[src/rtl/div_scheduler.sv]
// Programmable tick scheduler: emits a one-cycle tick every cfg_div+1 cycles and a
// square wave div_out that toggles after each tick; stop ends on a div_out falling edge.
module div_scheduler #(
    parameter int WIDTH = 11
) (
    input  logic             clk,
    input  logic             rst,
    input  logic             cfg_valid,
    output logic             cfg_ready,
    input  logic [WIDTH-1:0] cfg_div,
    input  logic             start,
    input  logic             stop,
    output logic             tick,
    output logic             div_out,
    output logic             running,
    output logic [7:0]       period_cnt,
    output logic [1:0]       state_dbg
);

    typedef enum logic [1:0] {
        IDLE = 2'd0,
        RUN  = 2'd1,
        STOP = 2'd2
    } state_t;

    state_t           state;
    logic [WIDTH-1:0] div_reg;
    logic [WIDTH-1:0] shadow;
    logic             shadow_pend;
    logic [WIDTH-1:0] cnt;

    logic cnt_zero;
    logic cfg_xfer;
    logic exiting;

    // Handshake: an offer transfers on a rising edge where cfg_valid and cfg_ready are
    // both high; cfg_valid may be held across a stall and is taken once cfg_ready returns.
    assign cfg_ready = (state == IDLE) || !shadow_pend;
    assign cfg_xfer  = cfg_valid && cfg_ready;

    assign running   = (state != IDLE);
    assign cnt_zero  = (cnt == '0);
    assign tick      = running && cnt_zero;
    assign state_dbg = state;

    // The tick that drops div_out while stopping is the last one of the run.
    assign exiting   = (state == STOP) && tick && div_out;

    always_ff @(posedge clk or negedge rst) begin
        if (!rst) begin
            state       <= IDLE;
            cnt         <= '0;
            div_reg     <= '1;
            shadow      <= '0;
            shadow_pend <= 1'b0;
            div_out     <= 1'b0;
            period_cnt  <= 8'd0;
        end else begin
            case (state)
                IDLE: begin
                    if (cfg_xfer) begin
                        div_reg <= cfg_div;
                    end
                    if (start && !stop) begin
                        state <= RUN;
                        cnt   <= div_reg;
                    end
                end

                RUN, STOP: begin
                    if ((state == RUN) && stop) begin
                        state <= STOP;
                    end

                    if (cnt_zero) begin
                        div_out     <= !div_out;
                        shadow_pend <= 1'b0;
                        if (div_out) begin
                            period_cnt <= period_cnt + 8'd1;
                        end
                        if (shadow_pend) begin
                            cnt     <= shadow;
                            div_reg <= shadow;
                        end else begin
                            cnt     <= div_reg;
                        end
                        if (exiting) begin
                            state <= IDLE;
                            cnt   <= '0;
                        end
                    end else begin
                        cnt <= cnt - WIDTH'(1);
                    end

                    // An offer accepted on the final tick goes straight to div_reg,
                    // so IDLE never holds a pending shadow value.
                    if (cfg_xfer) begin
                        if (exiting) begin
                            div_reg <= cfg_div;
                        end else begin
                            shadow      <= cfg_div;
                            shadow_pend <= 1'b1;
                        end
                    end
                end

                default: begin
                    state <= IDLE;
                    cnt   <= '0;
                end
            endcase
        end
    end

endmodule
[config.mk]
export PLATFORM = sky130hd
export DESIGN_NAME = div_scheduler
export DESIGN_NICKNAME = d
export VERILOG_FILES = /design/src/rtl/div_scheduler.sv
export SDC_FILE = /design/constraint.sdc
export NUM_CORES = 1
export LEC_CHECK = 0
export CAP_MARGIN = 40
export CORE_ASPECT_RATIO = 0.9
export CORE_MARGIN = 5
export CORE_UTILIZATION = 45
export CTS_CLUSTER_DIAMETER = 50
export CTS_CLUSTER_SIZE = 14
export DETAILED_ROUTE_END_ITERATION = 10
export GPL_ROUTABILITY_DRIVEN = 0
export PLACE_DENSITY = 0.66
export SYNTH_ARGS = -nofsm -noshare
export SYNTH_HDL_FRONTEND = slang
export SYNTH_SLANG_ARGS = --single-unit
[constraint.sdc]
create_clock -name clk -period 3.1 [get_ports clk]
set_input_delay 0.775 -clock clk [delete_from_list [all_inputs] [get_ports clk]]
set_output_delay 0.775 -clock clk [all_outputs]
set_load 0.02 [all_outputs]
run_1/pdn.png
Scale: 4 px per um. Pins as bars on the die edge.
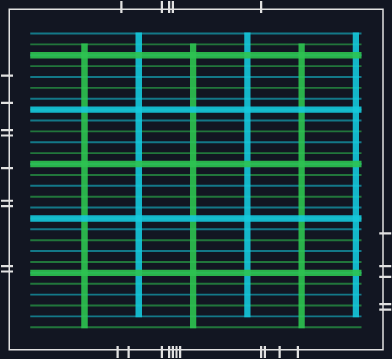
legend:
  green:
    net: VSS
  cyan:
    net: VDD
signal pins: 30
rows: 27
die height: 84.8 um
core area: 6080 um2
peak supply drop: 0.462 mV
chip width: 93.1 um

run_1/cell_classes.png
Scale: 3 px per um. Fill, decap, tap and diode cells in gray.
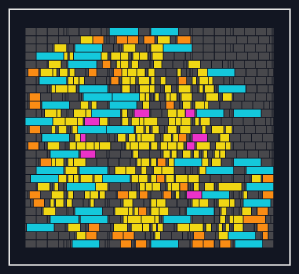
legend:
  magenta:
    class: clock drivers and dummy loads
    cells: 8
  yellow:
    class: all other logic
    cells: 216
  orange:
    class: other buffers and delay cells
    cells: 43
  cyan:
    class: flip-flops
    cells: 45
sequential portion of the cell area: 0.347
Placement Rows: 27
fin area: 3280 um2

run_1/clock_map.png
Scale: 6 px per um.
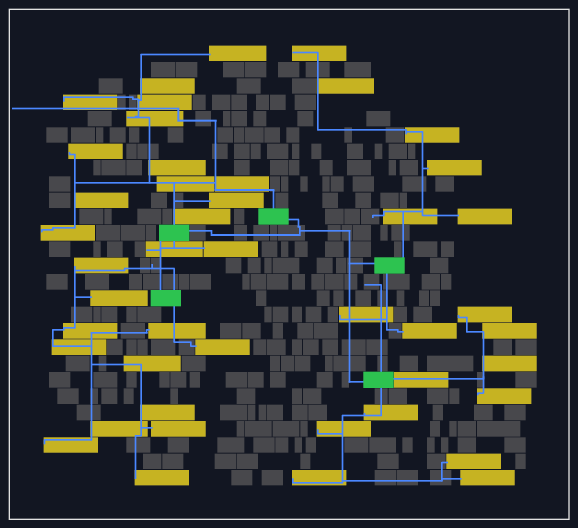
legend:
  yellow:
    item: flip-flops
    count: 45
  green:
    item: cells driving clock nets
    count: 5
  blue:
    item: clock wires
    length: 611 um
routed clock nets: 6
worst skew pair latency: 0.30 ns
Layout Skew: 0.00565 ns

run_1/metal_stack.png
Scale: 4 px per um. Only two layers are drawn.
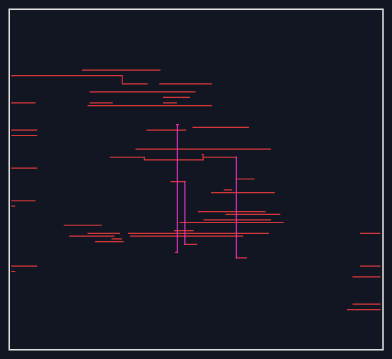
legend:
  magenta:
    layer: met4
    wire_length: 72.8 um
  red:
    layer: met3
    wire_length: 508 um
routed wire length per instance: 18.3 um
gr usage total: 0.190

[run 1: final cells by class]
type | count | area [um2] | area share
Timing Repair Buffer | 43 | 405 | 0.123
Inverter | 7 | 26.3 | 0.00800
Sequential cell | 45 | 1140 | 0.347
Clock buffer | 5 | 68.8 | 0.0210
Multi-Input combinational cell | 209 | 1530 | 0.466
Tap cell | 72 | 90.1 | 0.0274
Clock inverter | 3 | 21.3 | 0.00648
[run 1: worst paths after layout]
kind	slack [ns]	endpoint	cells past startpoint
hold reg to reg	0.46	period_cnt[7]$_DFFE_PN0P_	1
setup / recovery	0.34	cfg_ready	5
setup reg to reg	0.78	cnt[0]$_DFFE_PN0P_	4
hold / removal	0.39	period_cnt[4]$_DFFE_PN0P_	1
min in group clk	0.46	period_cnt[7]$_DFFE_PN0P_	1
max in group asynchronous	2.15	div_reg[7]$_DFFE_PN1P_	2
[run 1: cells in the mapped netlist (all sizes together) (5+ instances only)]
| cell type | count |
|---|---|
| nand3 | 7 |
| nand2b | 5 |
| clkbuf | 14 |
| a211oi | 9 |
| nor4 | 5 |
| or4 | 5 |
| nor3 | 15 |
| a21oi | 16 |
| xnor2 | 5 |
| xor2 | 5 |
| nor3b | 5 |
| nor2b | 6 |
| o21ai | 7 |
| mux2 | 26 |
| inv | 7 |
| nor2 | 15 |
| dfstp | 11 |
| buf | 7 |
| ha | 7 |
| dfrtp | 34 |
| nand2 | 17 |
[run 1: logic make-up after synthesis]
group                    count (synthesis)  synth area share
adder cells (fa/ha/maj)                  7            0.0313
XOR/XNOR                                10            0.0313
multiplexers                            29             0.116
AND-OR/OR-AND                           70             0.176
flip-flops                              45             0.408
buffers and inverters                   28            0.0470
AND/OR/NAND/NOR                         93             0.190
[run 1: through the flow]
stage / worst slack (ns) / instances / util / cell area, um2 / hold WS (ns)
4_1_cts: 0.0818 / 384 / 0.538 / 3270 / 0.408
5_1_grt: 0.228 / 384 / 0.540 / 3280 / 0.420
2_1_floorplan: 0.655 / 282 / - / 2790 / 0.474
3_3_place_gp: 0.480 / 375 / 0.520 / 3160 / 0.457
3_5_place_dp: 0.418 / 376 / 0.523 / 3180 / 0.457
6_report: 0.337 / 384 / 0.540 / 3280 / 0.390
[run 1: cell usage in the layout (no fill, tap or decap), types with 9 or more instances in the layout]
master           netlist  routed
clkdlybuf4s50_1        0      27
nand2_1               17      17
buf_4                  0      13
mux2_2                26      26
dfrtp_1               34      34
nor2_1                15      15
dfstp_2               11      11
a21oi_1               16      16
a211oi_1               9       9
nor3_1                14      14
[run 1: power by group through the flow]
| stage | combinational, mW | clock (mW) | sequential, mW |
|---|---|---|---|
| 3_3_place_gp | 1.68 | 0 | 1.10 |
| 3_5_place_dp | 1.70 | 0 | 1.12 |
| 2_1_floorplan | 1.24 | 0 | 1.05 |
| 5_1_grt | 1.90 | 0.418 | 1.15 |
| 4_1_cts | 1.71 | 0.388 | 1.11 |
| 6_report | 1.72 | 0.380 | 1.12 |
[run 1: critical path: stages, from the launching register on]
cell and delay [ns]:
dfrtp_1 0.46, inv_1 0.09, ha_1 0.21, inv_1 0.24, nand2_1 0.13, clkdlybuf4s50_1 0.56
==> results_dict.tcl, run 1 <==
# metrics dict for downstream scripts
set metrics [dict create \
    status "finished clean" \
    die_area_um2 7890 \
    setup_viol 0 \
    synth_area_um2 2790 \
    initCoreUtil 0.459 \
    ctsHtreeMaxLevel 2 \
    num-nets-final 334 \
    hold_buffers 0 \
    grt_util_met2 0.294 \
    yosys_warnings 0 \
    r2r_start "cnt[5]$_DFFE_PN0P_" \
    fin_crit_ns 2.76 \
    synth.avg_cell_area_um2 9.91 \
    synth-edff-count 0 \
    cts_setup_buffers 0 \
    ys.flop_type "dfrtp_1" \
    ys_area_um2 2790 \
    ctsResizeCount 0 \
    switching_share 0.432 \
    tns_ns 0 \
    slew_headroom 0.474 \
    cts-root-buf "clkbuf_8" \
    power.switching_mw 1.39 \
    drtIter0Drc 199 \
    rsz0062_at_grt "no" \
    antenna_cells 0 \
    warnings 30 \
    cts_buffer_depth 2 \
    drc 0 \
    critical_path_arrival_ns 1.99 \
    cp_max_fo 7 \
    layout-drive-gt1-share 0.218 \
    startpoint "state_dbg[0]$_DFFE_PN0P_" \
    port_buffers 29 \
    power_frac_clock 0.118 \
    power_frac_comb 0.535 \
    numCtsBuffers 5 \
    slew_violations 0 \
    tritoncts "yes" \
    grtUsageMet3 0.0358 \
    grt_overflow 0 \
    tightest_slew_ns 0.784 \
    p_per_area_nw_per_um2 980 \
    ant_nets 0 \
    crit_type "reg2out" \
    routed-via-count 2272 \
    syn_inst 282 \
    grt_max_degree 30 \
    cp-start-kind "flip-flop" \
    top_cell_area_share 0.305 \
    yosys_cells 282 \
    grt_pass1_wl_mm 12.0 \
    yosysTopAreaCell "dfrtp_1" \
    busiest_layer "met2" \
    synth-async-reset-ratio 1.00 \
    cts.sinks 45 \
    end_kind "primary output" \
    drtPass1Iterations 4 \
    grt_util_met1 0.277 \
    wl_met3_um 508 \
    synthTopCellsByArea "dfrtp_1 30%, mux2_2 10%, dfstp_2 10%, ha_1 3.1%, a21oi_1 2.9%" \
    synth.distinct_cells 58 \
    viasPerCell 5.92 \
    syn_to_final_growth_pct 17.5 \
    io_pins 30 \
    fmax_mhz 362 \
    p_leak_nw 1.36 \
    grt_pass1_vias 2298 \
]
==> inputs of run 2 (changes only) <==
PLACE_DENSITY = unset   (was 0.66)
PLACE_DENSITY_LB_ADDON = 0.2   (was unset)
run_2/pdn.png
Scale: 4 px per um. Pins as bars on the die edge.
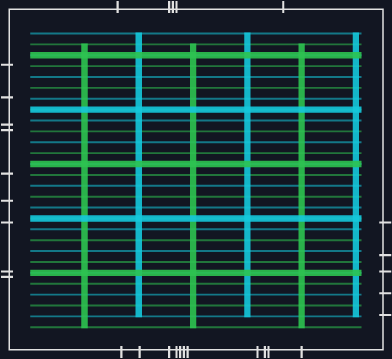
legend:
  cyan:
    net: VDD
  green:
    net: VSS
signal pins: 30
rows: 27
met5 straps: 5
met1 rails: 28
peak supply drop: 0.462 mV

==> run 2 against run 1 <==
Against the previous run: setup slack worse by 0.14 ns; die area unchanged; non-clock buffer count up 2; largest cell class unchanged; core utilization up 0.88 points; first-iteration DRC count down 7.5%; sequential share of layout area down 0.56 points; power up 3.6%.
==> results_dict.tcl, run 2 <==
# metrics dict for downstream scripts
set metrics [dict create \
    grt_max_degree 23 \
    layout-drive-gt1-share 0.223 \
    die_area_um2 7890 \
    setup_viol 0 \
    warnings 30 \
    synth.avg_cell_area_um2 9.91 \
    tritoncts "yes" \
    p_leak_nw 1.37 \
    startpoint "cnt[0]$_DFFE_PN0P_" \
    grt_pass1_wl_mm 11.7 \
    fmax_mhz 345 \
    initCoreUtil 0.459 \
    ant_nets 0 \
    rr_worst_depth 5 \
    utilization 0.549 \
    ys_area_um2 2790 \
    hold_violations 0 \
    drc 0 \
    synth_area_um2 2790 \
    yosysTopAreaCell "dfrtp_1" \
    chipWidth_um 93.1 \
    yosys_warnings 0 \
    grt_antenna_before_repair 0 \
    layout_top_cells "34 x dfrtp_1, 28 x clkdlybuf4s50_1, 26 x mux2_2" \
    drtIter0Drc 184 \
    routedWlPerCell_um 18.2 \
    cp-start-kind "flip-flop" \
    viasPerCell 6.14 \
    slew_violations 0 \
    rsz0062_at_grt "no" \
    critical_path_arrival_ns 2.13 \
    r2r_slack_ns 0.73 \
    synth.distinct_cells 58 \
    comb_area_um2 1530 \
    ys.flop_type "dfrtp_1" \
    r2r_start "cnt[2]$_DFFE_PN0P_" \
    tightest_slew_ns 0.850 \
    synth-edff-count 0 \
    maxCapViolCount 0 \
    numCtsBuffers 5 \
    ctsHtreeMaxLevel 2 \
    seq_area_um2 1140 \
    dieHeight_um 84.8 \
    cts.sinks 45 \
    yosys_cells 282 \
    grt_pass1_vias 2268 \
    syn_inst 282 \
    top_cell_area_share 0.305 \
    syn_to_final_growth_pct 19.4 \
    lay_top_count "dfrtp_1" \
    cp_max_fo 5 \
    antenna_cells 0 \
    num-nets-final 336 \
    core-area_um2 6080 \
    synth-async-reset-ratio 1.00 \
    p_per_area_nw_per_um2 999 \
    slew_headroom 0.429 \
    cts-root-buf "clkbuf_8" \
    fin_crit_ns 2.90 \
    routed-via-count 2370 \
    end_kind "primary output" \
    drtPass1Iterations 4 \
    ys_top_cells_by_count "34 x dfrtp_1, 26 x mux2_2, 17 x nand2_1, 16 x a21oi_1, 15 x nor2_1" \
    grt_usage 0.188 \
    worstSetupEndpoint "tick" \
    status "finished clean" \
    io_pins 30 \
    crit_type "reg2out" \
    cts_buffer_depth 2 \
    reg2reg_to "cnt[0]$_DFFE_PN0P_" \
    grt_overflow 0 \
    port_buffers 29 \
    row_count 27 \
]
run_2/clock_map.png
Scale: 6 px per um.
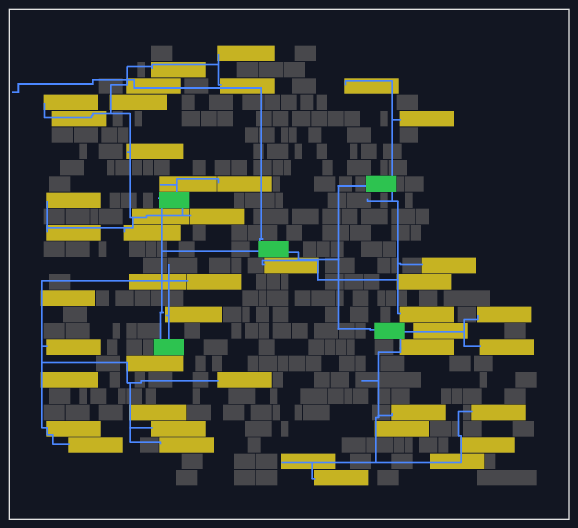
legend:
  yellow:
    item: flip-flops
    count: 45
  green:
    item: cells driving clock nets
    count: 5
  blue:
    item: clock wires
    length: 590 um
routed clock nets: 6
flops lie: spread over the die
Clock Power: 486 uW
worst skew pair latency: 0.31 ns
Layout Skew: 0.00726 ns
Clk network pwr share: 0.146

==> run 2: worst max-delay path: stages (launching register included) <==
cell and delay (ns):
dfrtp_1 0.43, inv_1 0.09, ha_1 0.22, nor2b_2 0.22, nand3_1 0.12, nor2_1 0.12
clkdlybuf4s50_1 0.61
==> run 2: worst min path at each step <==
stage / start / end
after detailed placement: period_cnt[7]$_DFFE_PN0P_ / period_cnt[7]$_DFFE_PN0P_
after CTS: rst / state_dbg[0]$_DFFE_PN0P_
after global routing: rst / div_out$_DFFE_PN0P_
after global placement: period_cnt[7]$_DFFE_PN0P_ / period_cnt[7]$_DFFE_PN0P_
final: rst / state_dbg[0]$_DFFE_PN0P_
after floorplan: shadow[0]$_DFFE_PN0P_ / shadow[0]$_DFFE_PN0P_
==> run 2: cell families after synthesis <==
group | share of synthesized area
AND-OR/OR-AND | 0.176
flip-flops | 0.408
XOR/XNOR | 0.0313
multiplexers | 0.116
AND/OR/NAND/NOR | 0.190
buffers and inverters | 0.0470
adder cells (fa/ha/maj) | 0.0313
==> run 2: area by class of cell <==
cell class,count,share of cell area
flip-flops and latches,45,0.342
well taps,72,0.0270
repair buffers,45,0.127
clock buffers,6,0.0247
clock inverters,2,0.0124
multi-input cells,209,0.459
inverters,7,0.00787
==> run 2: power by group <==
group          switching, mW  internal, mW
Clock                  0.218         0.268
Combinational          0.925         0.793
Sequential             0.254         0.877
Total                   1.40          1.94
==> run 2: metal layers <==
metal | GRT usage | part of all wire
met5 | 0 | 0
met4 | 0.0613 | 0.017
met3 | 0.0457 | 0.066
met2 | 0.292 | 0.45
met1 | 0.257 | 0.46
==> run 2: what timing repair did <==
action | in CTS | in global routing
hold endpoints to repair | 0 | 0
resized | 0 | 2
hold buffers | 0 | 0
endpoints found under the setup margin | 0 | 1
setup buffers | 0 | 0
==> run 2: per-stage QoR <==
step	setup slack, ns	instance area, um2	std cells	total power, mW	hold WS [ns]
floorplan	0.655	2790	282	2.29	0.474
global placement	0.501	3180	377	2.80	0.456
detailed placement	0.466	3200	378	2.81	0.464
CTS	0.121	3330	386	3.31	0.450
global route	0.0384	3340	386	3.57	0.449
finish	0.199	3340	386	3.33	0.436
No activity file was given, so power comes from the tool's default toggle rates.
